==> images/met1.png <==
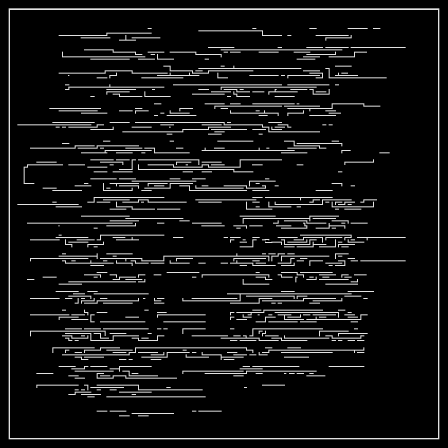
==> images/met2.png <==
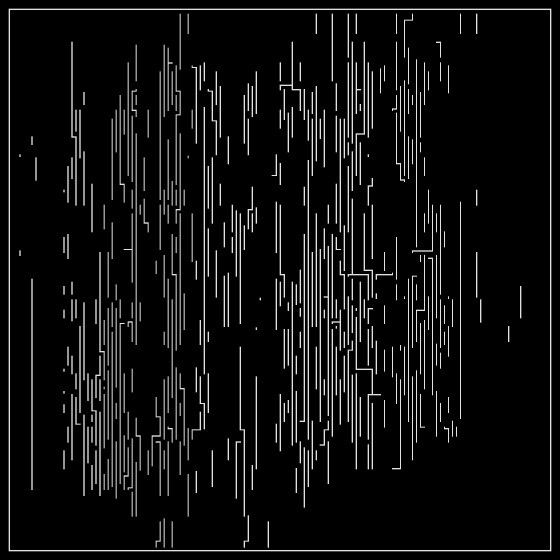
### config.mk
export PLATFORM = sky130hd
export DESIGN_NAME = count_monitor
export DESIGN_NICKNAME = d
export VERILOG_FILES = /design/src/rtl/count_monitor_pkg.sv /design/src/rtl/count_monitor_sat_counter.sv /design/src/rtl/count_monitor.sv
export SDC_FILE = /design/constraint.sdc
export NUM_CORES = 1
export LEC_CHECK = 0
export CAP_MARGIN = 20
export CORE_MARGIN = 2
export CORE_UTILIZATION = 55
export CTS_BUF_LIST = sky130_fd_sc_hd__clkbuf_8 sky130_fd_sc_hd__clkbuf_16
export CTS_CLUSTER_SIZE = 30
export DETAILED_ROUTE_END_ITERATION = 10
export GPL_ROUTABILITY_DRIVEN = 0
export GPL_TIMING_DRIVEN = 0
export PLACE_DENSITY = 0.88
export SLEW_MARGIN = 20
export SYNTH_ARGS = -nofsm -noshare
export SYNTH_HDL_FRONTEND = slang
export SYNTH_SLANG_ARGS = --single-unit
### constraint.sdc
create_clock -name clk -period 5.65 [get_ports clk]
set_clock_uncertainty 0.1 [all_clocks]
set_input_delay 1.695 -clock clk [delete_from_list [all_inputs] [get_ports clk]]
set_output_delay 1.695 -clock clk [all_outputs]
set_load 0.02 [all_outputs]
### src/rtl/count_monitor_pkg.sv
// Shared types and helpers for the count monitor.
// Holds the FSM state type, counter width and mod-8 increment.
package count_monitor_pkg;

    localparam int COUNT_W = 3;

    typedef enum logic [1:0] {
        HUNT   = 2'd0,
        ACQ    = 2'd1,
        LOCKED = 2'd2
    } state_t;

    function automatic logic [COUNT_W-1:0] next_count(
        input logic [COUNT_W-1:0] c
    );
        return c + COUNT_W'(1);
    endfunction

endpackage

### src/rtl/count_monitor_sat_counter.sv
// Saturating up-counter used for error and wrap statistics.
// Holds at all-ones instead of wrapping.
module sat_counter #(
    parameter int WIDTH = 8
) (
    input  logic             clk,
    input  logic             reset,
    input  logic             inc,
    output logic [WIDTH-1:0] value
);

    always_ff @(posedge clk) begin
        if (reset) begin
            value <= '0;
        end else if (inc && (value != '1)) begin
            value <= value + WIDTH'(1);
        end
    end

endmodule

### src/rtl/count_monitor.sv
// Checks that a 3-bit up-counter advances by +1 per valid sample,
// counting sequence errors, wraps and detecting a stuck counter.
module count_monitor
    import count_monitor_pkg::*;
#(
    parameter int STUCK_LIMIT = 16,
    parameter int ERR_W       = 8
) (
    input  logic               clk,
    input  logic               reset,
    input  logic [COUNT_W-1:0] count_in,
    input  logic               count_valid,
    output logic               locked,
    output logic               err_pulse,
    output logic [ERR_W-1:0]   err_count,
    output logic [ERR_W-1:0]   wrap_count,
    output logic               stuck,
    output logic [COUNT_W-1:0] last_count
);

    localparam logic [7:0] RUN_MAX  = 8'(STUCK_LIMIT);
    localparam logic [7:0] RUN_FLAG = 8'(STUCK_LIMIT - 1);

    state_t     state;
    state_t     state_next;
    logic [7:0] run;
    logic [7:0] run_next;
    logic       hit;
    logic       same;
    logic       err_inc;
    logic       wrap_inc;

    assign hit      = (count_in == next_count(last_count));
    assign same     = (count_in == last_count);
    assign err_inc  = count_valid && (state == LOCKED) && !hit;
    assign wrap_inc = count_valid && (state == LOCKED) && hit
                      && (count_in == '0);

    always_comb begin
        state_next = state;
        unique case (state)
            HUNT:    state_next = ACQ;
            ACQ:     state_next = hit ? LOCKED : ACQ;
            LOCKED:  state_next = hit ? LOCKED : ACQ;
            default: state_next = HUNT;
        endcase
    end

    // The HUNT capture has no predecessor, so it starts a fresh run.
    always_comb begin
        run_next = '0;
        if (state != HUNT && same) begin
            run_next = (run == RUN_MAX) ? run : run + 8'd1;
        end
    end

    always_ff @(posedge clk) begin
        if (reset) begin
            state      <= HUNT;
            locked     <= 1'b0;
            err_pulse  <= 1'b0;
            stuck      <= 1'b0;
            last_count <= '0;
            run        <= '0;
        end else begin
            err_pulse <= err_inc;
            if (count_valid) begin
                state      <= state_next;
                locked     <= (state_next == LOCKED);
                last_count <= count_in;
                run        <= run_next;
                stuck      <= (run_next >= RUN_FLAG);
            end
        end
    end

    sat_counter #(.WIDTH(ERR_W)) u_err (
        .clk   (clk),
        .reset (reset),
        .inc   (err_inc),
        .value (err_count)
    );

    sat_counter #(.WIDTH(ERR_W)) u_wrap (
        .clk   (clk),
        .reset (reset),
        .inc   (wrap_inc),
        .value (wrap_count)
    );

endmodule

==> flow_summary.yaml <==
# flow metrics
status:
  outcome: "completed"
yosys:
  mux_area_share_pct: 2.77
  synth_top_area_share_pct: 34.6
  fp_nets: 233
  ys_warn_count: 0
  edf_count: 0
  yosys_area_sq_mm: 0.00185
  logic_family: "simple AND/OR/NAND/NOR gates"
  synth_area_leader_cell: "dfxtp_1"
  syn_area_per_cell_sq_um: 8.46
  syn_inst: 219
  ys_types: 51
  ff_type: "dfxtp_1"
  ys_seq_share_pct: 34.6
  synth_stat.cells: 219
min_path:
  whs_endpoint: "locked"
  holdPathStages: 2
  min_path_type: "reg -> reg"
  holdCritStartpoint: "locked"
worst_setup_path:
  cp-start-kind: "input pin"
  rr_worst_depth: 6
  setup.worst_path.start: "count_in[2]"
  cp.arrival_ns: 3.77
  endpoint_kind: "register"
  reg2reg_from: "state[0]"
  crit_type: "in -> reg"
  required_ns: 5.74
placement:
  io_buffers: 27
  dp_slack_ns: 1.71
grt:
  grt_overflow: 0
  grt_max_degree: 11
  antenna_found_initial: 0
  grt_pass1_vias: 1528
  grt_first_pass_wirelength_mm: 6.58
flow_run:
  warning_count: 29
  maxCapViolCount: 0
final_timing:
  setup_slack_ns: 1.97
  rsz0062_at_grt: "false"
  slew_viol_final: 0
  slew_headroom_pct: 43.9
  fmax_mhz: 272
  fin_crit_ns: 3.68
  tightest_slew_ns: 0.834
  setup_violations: 0
power:
  peakVddDrop_mv: 0.126
  p_leak_nw: 0.760
route:
  post-route-drc-count: 0
  drt_iter0_drc: 111
  antenna_left: 0
  wl_per_cell_um: 13.8
layout:
  lay_top_cells: "32 x dfxtp_1, 27 x clkdlybuf4s50_1, 17 x a21oi_1"
  syn_to_final_growth_pct: 22.9
  fin_cells: 299
  nets: 267
  lay_top_count: "dfxtp_1"
  fillers: 261
  drive_above_1_share_pct: 7.91
  antennaDiodeCount: 0
  logic_area_sq_mm: 0.00112
floorplan:
  chipArea_sq_mm: 0.00385
  row_count: 21
  fp_util_pct: 56.4
  die.size.y_um: 62.0
  dieWidth_um: 62.0
cts:
  cts_root_buf: "clkbuf_8"
  htree_levels: 2
  cts-buffers-inserted: 5
Notes on met1.png above:
The layer carries 2,000 um of wire. The longest straight run is 17.9 um. The wires run mostly horizontal. The layer holds 48% of the routed length. 241 nets have wire on it.
Post-Route WL: 4.13 mm
GR met1 Demand/Resource: 29.9%
vias: 1,790

Notes on met2.png above:
The wires run mostly vertical. The longest straight run is 32.0 um. The layer carries 1,900 um of wire.
GR Util met2: 35.6%

sequential cells by signal (all words and copies together), names as in the netlist:
register and flops:
run 8, u_err.value 8, u_wrap.value 8, last_count 3, state 2, err_pulse 1, locked 1, stuck 1
stage by stage:
step / util [%] / total power, mW / instance area (sq um) / hold WS, ns
2_1_floorplan: - / 0.263 / 1850 / 0.373
3_3_place_gp: 66.4 / 0.277 / 2180 / 0.369
3_5_place_dp: 66.4 / 0.278 / 2180 / 0.375
4_1_cts: 69.3 / 0.465 / 2280 / 0.385
5_1_grt: 69.3 / 0.481 / 2280 / 0.396
6_report: 69.3 / 0.462 / 2280 / 0.376
power by group:
group	internal [mW]	leakage (nW)	switching (mW)
Sequential	0.228	0.259	0.00273
Clock	0.108	0.0503	0.0797
Combinational	0.0180	0.451	0.0245
final cells by class:
| type | count | area share (%) |
|---|---|---|
| Multi-Input combinational cell | 165 | 49.1 |
| Sequential cell | 32 | 28.1 |
| Timing Repair Buffer | 27 | 11.9 |
| Clock buffer | 7 | 4.23 |
| Tap cell | 46 | 2.53 |
| Buffer | 11 | 2.25 |
| Inverter | 11 | 1.81 |
metal layers:
| layer | GRT usage [%] | vias to the layer above | part of all wire [%] |
|---|---|---|---|
| met3 | 6.63 | 8 | 4.3 |
| met2 | 35.6 | 42 | 46 |
| met1 | 29.9 | 843 | 48 |
| met5 | 0 | - | 0 |
| met4 | 8.51 | 0 | 1.3 |
| li1 | - | 897 | - |
kinds of logic (layout without fill, tap and decap cells):
family          after synthesis  after routing
simple gates                 92             92
compound gates               54             54
flops                        32             32
buf+inv                      22             56
fa+ha+maj                     8              8
xor+xnor                      6              6
mux                           5              5
critical path, stage by stage:
cell             delay [ns]
clkdlybuf4s50_1        0.50
xor2_1                 0.18
nor4_1                 0.73
buf_2                  0.34
nand3_1                0.15
o32ai_1                0.17
No activity file was given, so power comes from the tool's default toggle rates.
